<file path="src/rtl/loa_error_monitor.sv">
// loa_error_monitor: on-chip error-metric engine for a Lower-part-OR Adder.
//
// Two Galois LFSRs feed operand pairs into an N-bit LOA (approximate lower
// K bits) and an exact adder. Over a programmed number of samples the block
// accumulates the error count, the summed error distance and the maximum
// error distance. Software derives ER, MED and NMED from these totals.
//
// Pipeline: stage 1 registers X/Y, stage 2 registers S, E and |S-E|,
// stage 3 updates the accumulators. Results update live and are final
// when done pulses.
//
// Optional build macro: LOA_MON_SIGNED_ERR_EN adds the sum_sed output,
// the signed sum of (S - E), to expose error bias.

`timescale 1ns / 1ps

module loa_error_monitor #(
  parameter int N  = 16,  // operand/sum width (4..32)
  parameter int K  = 8,   // approximate lower-part width (0..N-1)
  parameter int CW = 32   // sample/error counter width
) (
  input  logic            clk,
  input  logic            rst_n,
  input  logic            start,
  input  logic            abort,
  input  logic [CW-1:0]   num_samples,
  input  logic [31:0]     seed,
  output logic            busy,
  output logic            done,
  output logic [CW-1:0]   samples_done,
  output logic [CW-1:0]   err_count,
  output logic [N+CW-1:0] sum_ed,
  output logic [N-1:0]    max_ed
`ifdef LOA_MON_SIGNED_ERR_EN
  ,
  output logic signed [N+CW:0] sum_sed
`endif
);

  typedef enum logic [1:0] {
    S_IDLE  = 2'd0,
    S_RUN   = 2'd1,
    S_DRAIN = 2'd2,
    S_DONE  = 2'd3
  } state_t;

  localparam logic [31:0] LFSR_MASK  = 32'h8020_0003;  // x^32+x^22+x^2+x+1
  localparam logic [31:0] SEED_B_XOR = 32'hA5A5_5A5A;

  // Bits [K-1:0] form the OR-ed lower part; zero mask when K == 0.
  localparam logic [N-1:0] LO_MASK = N'((64'd1 << K) - 64'd1);
  // Position of bit K-1 (source of the carry into the upper part).
  localparam int           KM1     = (K > 0) ? K - 1 : 0;
  localparam logic [N-1:0] CIN_BIT = (K > 0) ? N'(64'd1 << KM1) : '0;
  // Weight of the injected carry, i.e. bit K of the sum.
  localparam logic [N-1:0] CIN_ADD = N'(64'd1 << K);

  // One step of the right-shifting Galois LFSR.
  function automatic logic [31:0] lfsr_step(input logic [31:0] v);
    return v[0] ? ((v >> 1) ^ LFSR_MASK) : (v >> 1);
  endfunction

  // The all-zero state is a lock-up state; substitute 1.
  function automatic logic [31:0] nonzero(input logic [31:0] v);
    return (v == 32'h0) ? 32'h1 : v;
  endfunction

  // ---------------------------------------------------------------------
  // Control
  // ---------------------------------------------------------------------
  state_t        state, next_state;
  logic          busy_d, done_d;
  logic          load;       // accepted start: latch config, clear results
  logic          issue;      // present one operand pair this cycle
  logic          flush;      // abort: drop in-flight samples
  logic [CW-1:0] num_q;
  logic [CW-1:0] issue_cnt;
  logic          drain_cnt;
  logic          last_issue;

  assign last_issue = (issue_cnt == num_q - CW'(1));

  // Next-state and control decode for the run sequencer.
  // NOTE: every signal gets a default before the case so that no path
  // leaves it unassigned, which would otherwise infer a latch.
  always_comb begin
    next_state = state;
    busy_d     = busy;
    done_d     = 1'b0;
    load       = 1'b0;
    issue      = 1'b0;
    flush      = 1'b0;
    case (state)
      S_IDLE: begin
        if (start && !abort) begin
          load       = 1'b1;
          busy_d     = 1'b1;
          next_state = (num_samples == '0) ? S_DONE : S_RUN;
        end
      end
      S_RUN: begin
        if (abort) begin
          flush      = 1'b1;
          busy_d     = 1'b0;
          next_state = S_IDLE;
        end else begin
          issue = 1'b1;
          if (last_issue) next_state = S_DRAIN;
        end
      end
      S_DRAIN: begin
        if (abort) begin
          flush      = 1'b1;
          busy_d     = 1'b0;
          next_state = S_IDLE;
        end else if (drain_cnt) begin
          next_state = S_DONE;
        end
      end
      S_DONE: begin
        done_d     = 1'b1;
        busy_d     = 1'b0;
        next_state = S_IDLE;
      end
      default: next_state = S_IDLE;
    endcase
  end

  // State register.
  // NOTE: sequential blocks use non-blocking assignments so every flop
  // samples pre-edge values regardless of block ordering.
  always_ff @(posedge clk or negedge rst_n) begin
    if (!rst_n) state <= S_IDLE;
    else        state <= next_state;
  end

  // Registered status outputs, latched run length and issue/drain counters.
  always_ff @(posedge clk or negedge rst_n) begin
    if (!rst_n) begin
      busy      <= 1'b0;
      done      <= 1'b0;
      num_q     <= '0;
      issue_cnt <= '0;
      drain_cnt <= 1'b0;
    end else begin
      busy      <= busy_d;
      done      <= done_d;
      drain_cnt <= (state == S_DRAIN && !abort) ? ~drain_cnt : 1'b0;
      if (load) begin
        num_q     <= num_samples;
        issue_cnt <= '0;
      end else if (issue) begin
        issue_cnt <= issue_cnt + CW'(1);
      end
    end
  end

  // ---------------------------------------------------------------------
  // Stimulus generator
  // ---------------------------------------------------------------------
  logic [31:0] lfsr_a, lfsr_b;

  // Seed on start; step after each issue so the first sample is unstepped.
  always_ff @(posedge clk or negedge rst_n) begin
    if (!rst_n) begin
      lfsr_a <= 32'h1;
      lfsr_b <= 32'h1;
    end else if (load) begin
      lfsr_a <= nonzero(seed);
      lfsr_b <= nonzero(seed ^ SEED_B_XOR);
    end else if (issue) begin
      lfsr_a <= lfsr_step(lfsr_a);
      lfsr_b <= lfsr_step(lfsr_b);
    end
  end

  // ---------------------------------------------------------------------
  // Stage 1: operand registers
  // ---------------------------------------------------------------------
  logic         s1_valid;
  logic [N-1:0] s1_x, s1_y;

  // Capture the current LFSR taps as the operand pair.
  // NOTE: the datapath registers are reset as well; the cost is small and
  // it keeps every observable value deterministic after reset.
  always_ff @(posedge clk or negedge rst_n) begin
    if (!rst_n) begin
      s1_valid <= 1'b0;
      s1_x     <= '0;
      s1_y     <= '0;
    end else begin
      s1_valid <= issue;
      if (issue) begin
        s1_x <= lfsr_a[N-1:0];
        s1_y <= lfsr_b[N-1:0];
      end
    end
  end

  // ---------------------------------------------------------------------
  // LOA, exact adder and error distance (combinational, between s1 and s2)
  // ---------------------------------------------------------------------
  logic         cin;
  logic [N-1:0] upper_sum;
  logic [N-1:0] loa_s;
  logic [N-1:0] exact_e;
  logic [N-1:0] ed;

  // Lower bits are OR-ed; the upper part adds with a carry taken from the
  // AND of the top lower-part bits. Carry-out of both adders is dropped.
  always_comb begin
    cin       = |(s1_x & s1_y & CIN_BIT);
    upper_sum = (s1_x & ~LO_MASK) + (s1_y & ~LO_MASK) + (cin ? CIN_ADD : '0);
    loa_s     = ((s1_x | s1_y) & LO_MASK) | (upper_sum & ~LO_MASK);
    exact_e   = s1_x + s1_y;
    ed        = (loa_s >= exact_e) ? (loa_s - exact_e) : (exact_e - loa_s);
  end

  // ---------------------------------------------------------------------
  // Stage 2: result registers
  // ---------------------------------------------------------------------
  logic         s2_valid;
  logic [N-1:0] s2_s, s2_e, s2_ed;

  // Register S, E and ED; an abort kills the sample moving into stage 2.
  always_ff @(posedge clk or negedge rst_n) begin
    if (!rst_n) begin
      s2_valid <= 1'b0;
      s2_s     <= '0;
      s2_e     <= '0;
      s2_ed    <= '0;
    end else begin
      s2_valid <= s1_valid && !flush;
      if (s1_valid) begin
        s2_s  <= loa_s;
        s2_e  <= exact_e;
        s2_ed <= ed;
      end
    end
  end

  // ---------------------------------------------------------------------
  // Stage 3: accumulators
  // ---------------------------------------------------------------------
  logic acc_en;

  assign acc_en = s2_valid && !flush;

  // Clear on accepted start, accumulate valid samples, hold otherwise.
  always_ff @(posedge clk or negedge rst_n) begin
    if (!rst_n) begin
      samples_done <= '0;
      err_count    <= '0;
      sum_ed       <= '0;
      max_ed       <= '0;
    end else if (load) begin
      samples_done <= '0;
      err_count    <= '0;
      sum_ed       <= '0;
      max_ed       <= '0;
    end else if (acc_en) begin
      samples_done <= samples_done + CW'(1);
      err_count    <= err_count + CW'(s2_s != s2_e);
      sum_ed       <= sum_ed + {{CW{1'b0}}, s2_ed};
      if (s2_ed > max_ed) max_ed <= s2_ed;
    end
  end

`ifdef LOA_MON_SIGNED_ERR_EN
  logic [N:0] s2_sed;

  // Signed error S - E as an (N+1)-bit two's-complement value.
  assign s2_sed = {1'b0, s2_s} - {1'b0, s2_e};

  // Signed error accumulator; same clear/hold rules as sum_ed.
  always_ff @(posedge clk or negedge rst_n) begin
    if (!rst_n) begin
      sum_sed <= '0;
    end else if (load) begin
      sum_sed <= '0;
    end else if (acc_en) begin
      sum_sed <= sum_sed + $signed({{CW{s2_sed[N]}}, s2_sed});
    end
  end
`endif

endmodule
</file>
<file path="config.mk">
export PLATFORM = sky130hd
export DESIGN_NAME = loa_error_monitor
export DESIGN_NICKNAME = d
export VERILOG_FILES = /design/src/rtl/loa_error_monitor.sv
export SDC_FILE = /design/constraint.sdc
export NUM_CORES = 1
export LEC_CHECK = 0
export CAP_MARGIN = 20
export CORE_ASPECT_RATIO = 2
export CORE_UTILIZATION = 40
export DETAILED_ROUTE_END_ITERATION = 8
export GPL_ROUTABILITY_DRIVEN = 0
export GPL_TIMING_DRIVEN = 1
export MAX_ROUTING_LAYER = met4
export PLACE_DENSITY = 0.61
export REMOVE_ABC_BUFFERS = 1
export SLEW_MARGIN = 25
export SYNTH_ARGS = -nofsm -noshare
export SYNTH_HDL_FRONTEND = slang
export SYNTH_SLANG_ARGS = --single-unit
</file>
<file path="constraint.sdc">
create_clock -name clk -period 8.4 [get_ports clk]
set_input_delay 0.84 -clock clk [delete_from_list [all_inputs] [get_ports clk]]
set_output_delay 0.84 -clock clk [all_outputs]
set_load 0.05 [all_outputs]
</file>
Figure 1. The clock network (run 1).
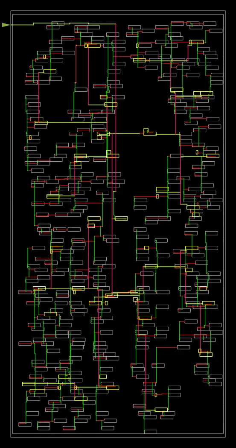
flip-flops: 343
clock-net power: 1.56 mW
CLK BUF: 54
worst clock skew: 22.0 ps
CTS Sinks: 343

Figure 2. Wire density map (run 1).
Scale: 1.5 px per µm. 16 x 32 tiles, from black (low) to pale yellow (high), scaled to the fullest tile. Values are wire area over tile area, all layers added.
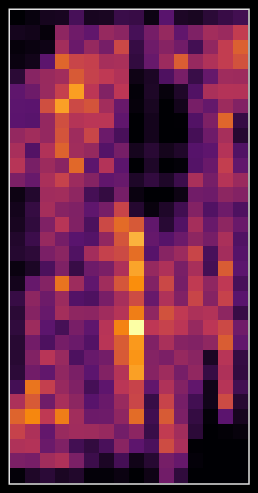
- fullest tile: 0.50
- tiles over half the peak: 15%
- nearly empty tiles: 7.4%
- mean over tiles: 0.16

Figure 3. Register map, names as in the netlist (run 1).
Scale: 1.5 px per µm.
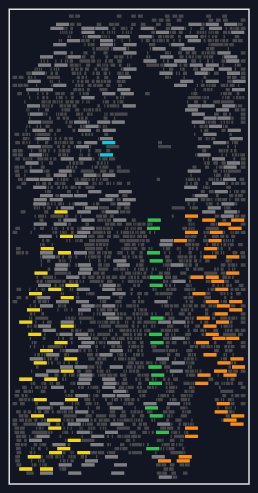
- green: s2_ed (placed flops 16)
- orange: sum_ed (placed flops 48)
- cyan: state (placed flops 2)
- yellow: lfsr_a (placed flops 32)

==> flow_summary.json, run 1 <==
{
  "crit_buf_inv": 3,
  "r2r_cells": 22,
  "yosysTopAreaCellShare_pct": 43.4,
  "arrival_ps": 5600,
  "fin_crit_ps": 5190,
  "ys_seq_share_pct": 43.7,
  "powerDensity_nw_per_um2": 463,
  "first_pass_iters": 7,
  "area_leaders": "dfrtp_1 (43%), nand2_1 (6.6%), ha_1 (6.4%)",
  "wire_per_inst_um": 16.8,
  "most_common_cell": "nand2_1",
  "relSlewSlack_pct": 39.8,
  "n_antenna_cell": 0,
  "fin_area_um2": 23400,
  "slew_violations": 0,
  "port_buffers": 197,
  "antenna_found_initial": 0,
  "drt-total-wl_um": 50200,
  "drtIter0Drc": 850,
  "warning_count": 59,
  "logic_area_um2": 10300,
  "final_core_util_pct": 48.3,
  "top_area_cell": "dfrtp_1",
  "avgSynthCellArea_um2": 9.05,
  "tightest_slew_ps": 900,
  "ys_cells": 2172,
  "grt.overflow.total": 0,
  "grt_max_degree": 178,
  "crit_top_cell": "a21oi_1",
  "grt_pass1_vias": 16100,
  "tns_ps": 0,
  "maxCapViolations": 0,
  "ctsHoldBuffers": 0,
  "cts_root_buf": "clkbuf_16",
  "slowest_stage": "dfrtp_1",
  "pre_cts_ws_ps": 3270,
  "syn_area_um2": 19700,
  "cts.clk_slew.worst_paths_ps": 70,
  "synthTopCellsByCount": "nand2_1 (346), dfrtp_1 (341), nor2_1 (220), a21oi_1 (121), xor2_1 (112)",
  "nets": 2504,
  "regArea_um2": 8590,
  "placed_cell_area_um2": 22200,
  "drc_errors": 0,
  "pin_count": 198,
  "end_kind": "flip-flop",
  "crit_path_cell_trace": "ha_1 -> inv_1 -> fa_1 -> nor2b_1 -> o21ai_0 -> a21boi_0 -> o41ai_1 -> a21oi_1 -> nor2_1 -> o21ai_0 -> xor2_1 -> inv_1 -> ha_1 -> a21oi_1 -> a21oi_1 -> a221oi_1 -> o21ai_2 -> buf_4 -> or3_1 -> a211oi_1 -> xnor2_1 -> mux2_2",
  "worstPathMaxFanout": 27,
  "finalHoldViolations": 0,
  "ir_drop_mv": 0.356,
  "dp_hpwl_um": 36500,
  "num-fill-cells": 4560,
  "finalCritPeriodShare_pct": 61.8,
  "hold_ws_ps": 321,
  "cts_buffer_depth": 3,
  "rows": 114,
  "cp_top_family": "AND-OR/OR-AND gates",
  "ff_type": "dfrtp_1",
  "ant_nets": 0,
  "yosys_area_um2": 19700,
  "critPathMaxStageDelay_ps": 400,
  "drive_gt1_share_pct": 5.02,
  "synth_cells": 2172,
  "grt_pass1_wl_um": 82300,
  "cp.depth": 22,
  "die_w_um": 159,
  "clk_latency_ps": 540,
  "async_flop_share_pct": 100,
  "htreeDepth": 2,
  "hold_path_class": "in -> async",
  "ys_seq_elements": 343,
  "edf_count": 0,
  "fp-utilization_pct": 40.7,
  "tritoncts": "done",
  "cts_resized": 0,
  "yosys_warnings": 0,
  "vias": 15800,
  "grt_use_total_pct": 20.7,
  "start_kind": "flip-flop",
  "area_growth_pct": 18.8,
  "fin_ws_ps": 3210,
  "crit_type": "reg -> reg",
  "die_area_um2": 50100,
  "cts_inserted_buffers": 35,
  "fp.dieH_um": 316,
  "ys_types": 71,
  "required_ps": 8810,
  "core_um2": 48400,
  "postCtsSetupBuffers": 0,
  "setup_violations": 0,
  "rsz0062_at_grt": "false",
  "max_freq_mhz": 193,
  "p_leak_nw": 10.6,
  "avgViaCountPerCell": 5.29,
  "outcome": "finished clean"
}
run 1: path summary, 6_finish.rpt:
check	end	slack [ps]	start
max	s2_ed[15]$_DFFE_PN0P_	3210	s1_y[0]$_DFFE_PN0P_
min	lfsr_a[28]$_DFFE_PN0P_	320	rst_n
max reg2reg	s2_ed[15]$_DFFE_PN0P_	3210	s1_y[0]$_DFFE_PN0P_
min reg2reg	drain_cnt$_DFF_PN0_	410	drain_cnt$_DFF_PN0_
max in group asynchronous	samples_done[8]$_DFFE_PN0P_	6550	rst_n
min in group clk	drain_cnt$_DFF_PN0_	410	drain_cnt$_DFF_PN0_
run 1: routing by layer:
| layer | part of all wire (%) | up-vias | wire length, µm | track usage [%] |
|---|---|---|---|---|
| met1 | 40 | 7650 | 19900 | 22.1 |
| li1 | - | 7715 | - | - |
| met2 | 54 | 349 | 26900 | 38.7 |
| met4 | 3.5 | 0 | 1780 | 8.34 |
| met3 | 3.1 | 103 | 1570 | 2.31 |
| met5 | 0 | - | 0 | - |
run 1: flip-flops by register name, indices dropped and copies added, names as in the netlist, 2 cells and up:
signal	cells
s1_y	16
s2_ed	16
s2_s	16
s2_e	16
err_count	32
samples_done	32
issue_cnt	32
lfsr_b	32
s1_x	16
max_ed	16
sum_ed	48
state	2
num_q	32
lfsr_a	32
run 1: stage by stage:
step | power, mW | cells
final | 10.8 | 2989
after global routing | 11.7 | 2989
after CTS | 10.9 | 2988
after detailed placement | 9.20 | 2924
after global placement | 9.05 | 2924
after floorplan | 7.57 | 2076
run 1: power breakdown:
group,switching [mW],internal (mW),leakage [nW]
logic,3.85,2.70,5.62
clock network,0.684,0.881,0.554
registers,0.489,2.20,4.40
run 1: layout by cell type (no fill, tap or decap), drive strengths merged, types with 56 or more instances in the layout:
cell           synthesis  layout
nor2                 220     220
o21ai                 86      86
a31oi                 56      56
xor2                 112     112
dfrtp                341     341
a21oi                121     121
inv                  105     109
nand2                346     346
xnor2                101     101
clkdlybuf4s50          0     196
ha                   101     101
run 1: cells by family (layout without fill, tap and decap cells):
group                      Yosys count  count (layout)  synth area share [%]
AOI/OAI and AO/OA                  381             381                  11.9
xor gates and xnor gates           213             213                  9.49
adders and majority gates          112             112                  7.55
buffers and inverters              201             380                  3.88
DFF                                343             343                  43.7
muxes                               63              63                  3.38
and+or+nand+nor                    859             859                  20.2
run 1: cell type report:
cell class                      instances  share of cell area, %
Timing Repair Buffer                  211                   9.05
Clock inverter                         10                  0.402
Multi-Input combinational cell       1628                   44.3
Sequential cell                       343                   36.8
Inverter                              105                   1.69
Tap cell                              638                   3.42
Clock buffer                           54                   4.40
run 1: worst register-to-register path, cell delays in order (launching register included):
cell	delay, ps
dfrtp_1	400
ha_1	200
inv_1	60
fa_1	400
nor2b_1	120
o21ai_0	110
a21boi_0	360
o41ai_1	160
a21oi_1	270
nor2_1	110
o21ai_0	200
xor2_1	260
inv_1	80
ha_1	200
a21oi_1	310
a21oi_1	150
a221oi_1	320
o21ai_2	90
buf_4	250
or3_1	390
a211oi_1	270
xnor2_1	100
mux2_2	260
Figure 4. Cells by drive strength (run 1).
Scale: 2 px per µm.
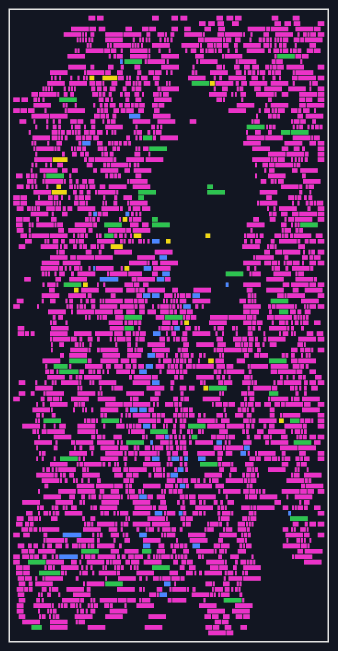

==> run 1 -> run 2 <==
==> constraint.sdc (replaced) <==
create_clock -name clk -period 5.12 [get_ports clk]
set_input_delay 0.512 -clock clk [delete_from_list [all_inputs] [get_ports clk]]
set_output_delay 0.512 -clock clk [all_outputs]
set_load 0.05 [all_outputs]
Figure 5. Cells by drive strength (run 2).
Scale: 2 px per µm.
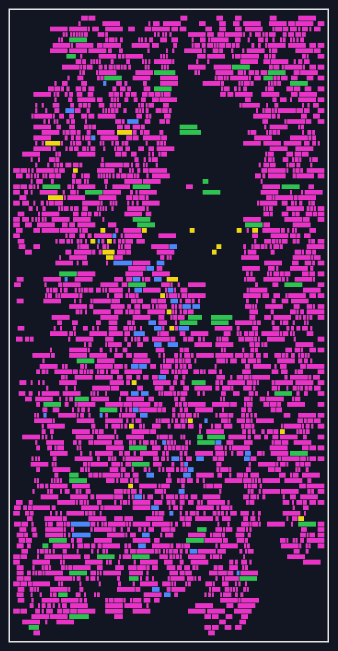
- magenta: drive 1 or less (cells 2225)
- yellow: drive 3 to 4 (cells 25)
- green: drive 6 and up (cells 54)
- blue: drive 2 (cells 56)

==> flow_summary.json, run 2 <==
{
  "outcome": "finished clean",
  "ys_types": 71,
  "final_common_cell": "nand2_1",
  "p_total_mw": 18.3,
  "htreeDepth": 2,
  "most_common_cell": "nand2_1",
  "drc_errors": 0,
  "crit_path_cell_trace": "ha_1 -> inv_1 -> fa_1 -> nor2b_1 -> o21ai_0 -> a21boi_1 -> o41ai_1 -> buf_4 -> a21oi_2 -> nor2_1 -> o21ai_0 -> xor2_1 -> inv_1 -> ha_1 -> a21oi_2 -> a21oi_1 -> a221oi_2 -> o21ai_4 -> buf_12 -> mux2_2 -> a21oi_1 -> xnor2_1 -> mux2_2",
  "clock-sinks": 343,
  "place_inst": 2931,
  "powerDensity_nw_per_um2": 777,
  "p_leak_nw": 10.7,
  "warning_count": 62,
  "fin_ws_ps": 255,
  "cts_buffer_depth": 3,
  "end_kind": "flip-flop",
  "yosys_area_um2": 19700,
  "avgViaCountPerCell": 5.33,
  "hold_path_class": "in -> async",
  "max_freq_mhz": 206,
  "placed_cell_area_um2": 22300,
  "fp.dieH_um": 316,
  "start_kind": "flip-flop",
  "pin_count": 198,
  "first_pass_iters": 5,
  "dp_hpwl_um": 37200,
  "top_register": "sum_ed",
  "hold_ws_ps": 441,
  "grt_pass1_wl_um": 83500,
  "cts_root_buf": "clkbuf_16",
  "synthTopCellsByCount": "nand2_1 (346), dfrtp_1 (341), nor2_1 (220), a21oi_1 (121), xor2_1 (112)",
  "top_area_cell": "dfrtp_1",
  "required_ps": 5530,
  "relSlewSlack_pct": 35.5,
  "yosys_warnings": 0,
  "grt.overflow.total": 0,
  "cts.clk_slew.worst_paths_ps": 60,
  "crit_type": "reg -> reg",
  "die_w_um": 159,
  "finalHoldViolations": 0,
  "nets": 2513,
  "final_core_util_pct": 48.7,
  "maxCapViolations": 0,
  "lay_top_cells": "nand2_1 (345), dfrtp_1 (340), nor2_1 (219), clkdlybuf4s50_1 (196), a21oi_1 (119)",
  "drt-total-wl_um": 50400,
  "vias": 16000,
  "clk_latency_ps": 530,
  "port_buffers": 197,
  "grt_use_total_pct": 21.0,
  "fp-utilization_pct": 40.7,
  "n_antenna_cell": 0,
  "edf_count": 0,
  "pre_cts_ws_ps": 57.6,
  "finalCritPeriodShare_pct": 95.0,
  "avgSynthCellArea_um2": 9.05,
  "ys_seq_share_pct": 43.7,
  "synth_cells": 2172,
  "async_flop_share_pct": 100,
  "skew_ps": 24.4,
  "tightest_slew_ps": 968,
  "syn_area_um2": 19700,
  "arrival_ps": 5280,
  "worstPathMaxFanout": 14,
  "tns_ps": 0,
  "antenna_found_initial": 0,
  "fin_area_um2": 23600,
  "cts_inserted_buffers": 36,
  "area_leaders": "dfrtp_1 (43%), nand2_1 (6.6%), ha_1 (6.4%)",
  "fin_cells": 2998,
  "ys_cells": 2172,
  "rows": 114,
  "wire_per_inst_um": 16.8,
  "fin_crit_ps": 4870,
  "drtIter0Drc": 811,
  "largest_reg_flops": 48,
  "ff_type": "dfrtp_1",
  "ir_drop_mv": 0.645,
  "ys_seq_elements": 343,
  "ant_nets": 0,
  "slowest_stage": "a221oi_2",
  "core_um2": 48400,
  "tritoncts": "done",
  "setup_violations": 0,
  "drive_gt1_share_pct": 5.72,
  "die_area_um2": 50100,
  "critPathMaxStageDelay_ps": 410,
  "r2r_cells": 23,
  "slew_violations": 0,
  "grt_max_degree": 123,
  "area_growth_pct": 19.9,
  "yosysTopAreaCellShare_pct": 43.4,
  "grt_pass1_vias": 16500
}
Figure 6. Register map, names as in the netlist (run 2).
Scale: 1.5 px per µm.
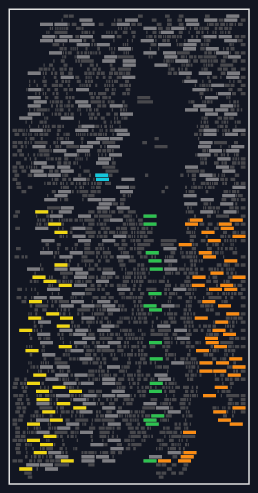
- green: s2_ed (placed flops 16)
- orange: sum_ed (placed flops 48)
- cyan: state (placed flops 2)
- yellow: lfsr_a (placed flops 32)

## run 2: netlist changes by cell type in the layout (fill, tap and decap cells not counted), moves of 2 or more
cell / delta
clkbuf_1: -3
buf_4: +5
bufinv_16: +2
clkbuf_16: +2
clkbuf_8: -2
a21oi_1: -2
clkinv_2: +2
a21oi_2: +2
buf_12: +2
## run 2: critical path: cells and delay by family (launching register included)
family          cells  cell delay, ps
flops               1             390
compound gates     10            1990
buf+inv             4             470
simple gates        2             210
xor+xnor            2             330
mux                 2             540
fa+ha+maj           3             820
## run 2: final cells by class
cell class,count,area [µm²]
multi-input cells,1628,10400
well taps,638,798
flip-flops and latches,343,8590
clock buffers,51,1040
fillers,4544,24800
repair buffers,219,2200
clock inverters,14,164
inverters,105,394
## run 2: per-layer routing
layer | global-route usage (%) | part of all wire (%)
met1 | 22.3 | 39
met2 | 38.9 | 54
met5 | - | 0
met4 | 9.73 | 4.3
met3 | 2.14 | 3.0
## run 2: power by group
group / internal, mW / switching (mW) / total (mW)
Sequential: 3.61 / 0.831 / 4.44
Clock: 1.58 / 1.12 / 2.69
Combinational: 4.68 / 6.48 / 11.2
## run 2: logic make-up after synthesis
group	count (synthesis)	synth area share [%]
AOI/OAI and AO/OA	381	11.9
muxes	63	3.38
buffers and inverters	201	3.88
DFF	343	43.7
xor gates and xnor gates	213	9.49
adders and majority gates	112	7.55
and+or+nand+nor	859	20.2
## run 2: what timing repair did
action                                  in CTS  in global routing
endpoints found under the setup margin       0                 12
setup buffers                                0                  0
hold buffers                                 0                  1
gates resized                                0                  8
hold endpoints to repair                     0                 38
## run 2: path summary, 6_finish.rpt
kind,from,end,slack [ps]
setup reg to reg,s1_y[0]$_DFFE_PN0P_,s2_ed[7]$_DFFE_PN0P_,250
hold reg to reg,drain_cnt$_DFF_PN0_,drain_cnt$_DFF_PN0_,460
max in group asynchronous,rst_n,samples_done[12]$_DFFE_PN0P_,3230
hold / removal,rst_n,lfsr_a[26]$_DFFE_PN0P_,440
min in group clk,drain_cnt$_DFF_PN0_,drain_cnt$_DFF_PN0_,460
setup / recovery,s1_y[0]$_DFFE_PN0P_,s2_ed[7]$_DFFE_PN0P_,250
Figure 7. M3 wires (run 2).
Scale: 2 px per µm.
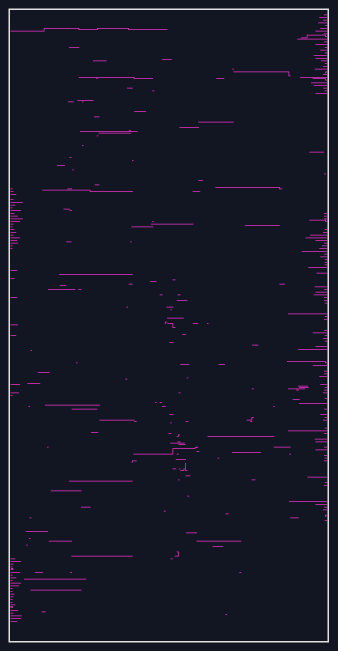

==> run 2 -> run 3 <==
--- a/config.mk
+++ b/config.mk
@@ -7,14 +7,16 @@
 export LEC_CHECK = 0
 export CAP_MARGIN = 20
 export CORE_ASPECT_RATIO = 2
-export CORE_UTILIZATION = 40
+export CORE_MARGIN = 3
+export CORE_UTILIZATION = 58
 export DETAILED_ROUTE_END_ITERATION = 8
 export GPL_ROUTABILITY_DRIVEN = 0
 export GPL_TIMING_DRIVEN = 1
 export MAX_ROUTING_LAYER = met4
-export PLACE_DENSITY = 0.61
+export PLACE_DENSITY = 0.83
 export REMOVE_ABC_BUFFERS = 1
 export SLEW_MARGIN = 25
 export SYNTH_ARGS = -nofsm -noshare
 export SYNTH_HDL_FRONTEND = slang
 export SYNTH_SLANG_ARGS = --single-unit
+export TNS_END_PERCENT = 5
Figure 8. M3 wires (run 3).
Scale: 2 px per µm.
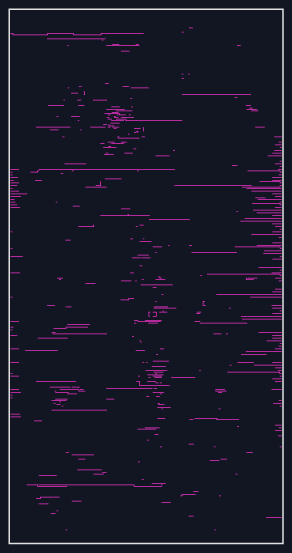
- nets with wire on the layer: 262
- share of all routed wire: 4.4%
- longest straight run: 67.9 µm

Figure 9. The clock network (run 3).
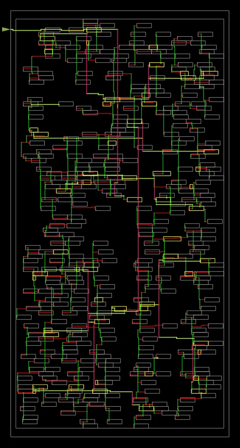
clk_lat worst skew: 580 ps
CLK BUF: 47

==> flow_summary.json, run 3 <==
{
  "n_antenna_cell": 0,
  "syn_area_um2": 19700,
  "clock-sinks": 343,
  "die_area_um2": 36300,
  "drt-total-wl_um": 49500,
  "yosys_warnings": 0,
  "ant_nets": 0,
  "start_kind": "flip-flop",
  "postCtsSetupBuffers": 0,
  "antenna_found_initial": 0,
  "ys_types": 71,
  "drive_gt1_share_pct": 5.46,
  "edf_count": 0,
  "p_leak_nw": 10.6,
  "outcome": "finished, violations left",
  "pre_cts_ws_ps": 74.2,
  "tritoncts": "done",
  "warning_count": 63,
  "powerDensity_nw_per_um2": 782,
  "maxCapViolations": 0,
  "reg2reg_from": "s1_y[0]$_DFFE_PN0P_",
  "async_flop_share_pct": 100,
  "lay_top_cells": "nand2_1 (345), dfrtp_1 (340), nor2_1 (219), clkdlybuf4s50_1 (196), a21oi_1 (117)",
  "crit_path_cell_trace": "ha_1 -> inv_1 -> fa_1 -> nor2b_1 -> o21ai_0 -> a21boi_1 -> buf_4 -> o21ai_0 -> nand2b_1 -> xor2_1 -> inv_1 -> ha_1 -> or2_2 -> a21oi_1 -> a21oi_2 -> nor2_1 -> o21ai_4 -> or3_1 -> a211oi_2 -> xnor2_1 -> mux2_2",
  "max_freq_mhz": 209,
  "slowest_stage": "fa_1",
  "synth_cells": 2172,
  "dp_hpwl_um": 35600,
  "grt_use_total_pct": 28.3,
  "cts_buffer_depth": 3,
  "area_growth_pct": 17.5,
  "required_ps": 5580,
  "yosysTopAreaCellShare_pct": 43.4,
  "drc_errors": 0,
  "area_leaders": "dfrtp_1 (43%), nand2_1 (6.6%), ha_1 (6.4%)",
  "crit_type": "reg -> reg",
  "fin_crit_ps": 4790,
  "cts.clk_slew.worst_paths_ps": 70,
  "nets": 2502,
  "r2r-end": "s2_ed[15]$_DFFE_PN0P_",
  "fp.dieH_um": 266,
  "skew_ps": 7.29,
  "violations": "hold timing",
  "ys_cells": 2172,
  "rsz0062_at_grt": "false",
  "grt_max_degree": 135,
  "r2r_cells": 21,
  "tightest_slew_ps": 1010,
  "die_w_um": 136,
  "ff_type": "dfrtp_1",
  "tns_ps": 0,
  "worstPathMaxFanout": 10,
  "vias": 16400,
  "arrival_ps": 5260,
  "ys_seq_share_pct": 43.7,
  "rows": 94,
  "end_kind": "flip-flop",
  "finalHoldViolations": 11,
  "slew_violations": 0,
  "cts_root_buf": "clkbuf_16",
  "yosys_area_um2": 19700,
  "avgSynthCellArea_um2": 9.05,
  "relSlewSlack_pct": 32.8,
  "final_common_cell": "nand2_1",
  "top_register": "sum_ed",
  "top_area_cell": "dfrtp_1",
  "grt.overflow.total": 0,
  "core_um2": 33200,
  "hold_ws_ps": -29.6,
  "cts_inserted_buffers": 31,
  "ir_drop_mv": 0.596,
  "drtIter0Drc": 938,
  "port_buffers": 197,
  "synthTopCellsByCount": "nand2_1 (346), dfrtp_1 (341), nor2_1 (220), a21oi_1 (121), xor2_1 (112)",
  "htreeDepth": 1,
  "r2r_setup_slack_ps": 330,
  "num-fill-cells": 2547,
  "setup_violations": 0,
  "critPathMaxStageDelay_ps": 420,
  "most_common_cell": "nand2_1",
  "fp-utilization_pct": 59.3,
  "finalCritPeriodShare_pct": 93.6,
  "pin_count": 198,
  "grt_pass1_vias": 17000,
  "grt_pass1_wl_um": 82300,
  "wire_per_inst_um": 17.8,
  "largest_reg_flops": 48,
  "hold_path_class": "in -> async",
  "first_pass_iters": 5,
  "ys_seq_elements": 343,
  "fin_ws_ps": 327,
  "avgViaCountPerCell": 5.91
}
==> run 3: cell counts after synthesis <==
No cell type changed its count.
==> run 3: metrics by stage <==
stage	power [mW]	instance area [µm²]	cells	utilization, %
6_report	18.1	23100	2777	69.6
5_1_grt	19.5	23100	2777	69.6
4_1_cts	17.7	23100	2777	69.5
3_5_place_dp	15.2	22000	2721	66.3
3_3_place_gp	14.7	22000	2720	66.3
2_1_floorplan	12.2	19300	2076	-
==> run 3: routing by layer <==
layer / vias up / share of wire (%) / global-route usage [%]
met5: - / 0 / -
met4: 0 / 4.9 / 12.9
met3: 178 / 4.4 / 3.59
met2: 493 / 54 / 52.0
met1: 8028 / 36 / 29.7
li1: 7717 / - / -
==> run 3: critical path: cells and delay by family (launching register included) <==
kind	cells	cell delay, ps
muxes	1	260
adders and majority gates	3	1010
DFF	1	390
and+or+nand+nor	5	1210
AOI/OAI and AO/OA	7	1160
xor gates and xnor gates	2	350
buffers and inverters	3	300
==> run 3: power breakdown <==
group / internal (mW) / switching [mW]
sequential: 3.61 / 0.845
clock: 1.39 / 1.04
combinational: 4.60 / 6.59
==> run 3: layout make-up <==
type	count	area, µm²	area share (%)
flip-flops and latches	343	8590	37.2
clock inverters	9	101	0.439
repair buffers	213	2120	9.19
multi-input cells	1628	10400	45.0
well taps	432	541	2.34
inverters	105	394	1.71
clock buffers	47	966	4.18
==> run 3: how the worst max path moves through the flow <==
stage / startpoint / endpoint / slack [ps] / cells past startpoint
6_report: s1_y[0]$_DFFE_PN0P_ / s2_ed[15]$_DFFE_PN0P_ / 330 / 21
2_1_floorplan: state[0]$_DFFE_PN0P_ / lfsr_a[1]$_DFFE_PN0P_ / -3250 / 5
3_3_place_gp: s1_x[0]$_DFFE_PN0P_ / s2_ed[15]$_DFFE_PN0P_ / 340 / 20
3_5_place_dp: s1_x[1]$_DFFE_PN0P_ / s2_ed[15]$_DFFE_PN0P_ / 70 / 19
4_1_cts: s1_x[1]$_DFFE_PN0P_ / s2_ed[15]$_DFFE_PN0P_ / 30 / 19
5_1_grt: s1_y[0]$_DFFE_PN0P_ / s2_ed[15]$_DFFE_PN0P_ / 20 / 21
==> run 3: cells by family (layout without fill, tap and decap cells) <==
| logic type | count (synthesis) | after routing | share of synthesized area, % |
|---|---|---|---|
| and+or+nand+nor | 859 | 859 | 20.2 |
| buffers and inverters | 201 | 374 | 3.88 |
| AOI/OAI and AO/OA | 381 | 381 | 11.9 |
| muxes | 63 | 63 | 3.38 |
| DFF | 343 | 343 | 43.7 |
| adders and majority gates | 112 | 112 | 7.55 |
| xor gates and xnor gates | 213 | 213 | 9.49 |
==> run 3: repair_timing <==
item / 4_1_cts / 5_1_grt
endpoints found under the setup margin: 0 / 15
gates resized: 0 / 11
hold buffers: 0 / 0
Power is estimated from default activity; no workload was simulated.
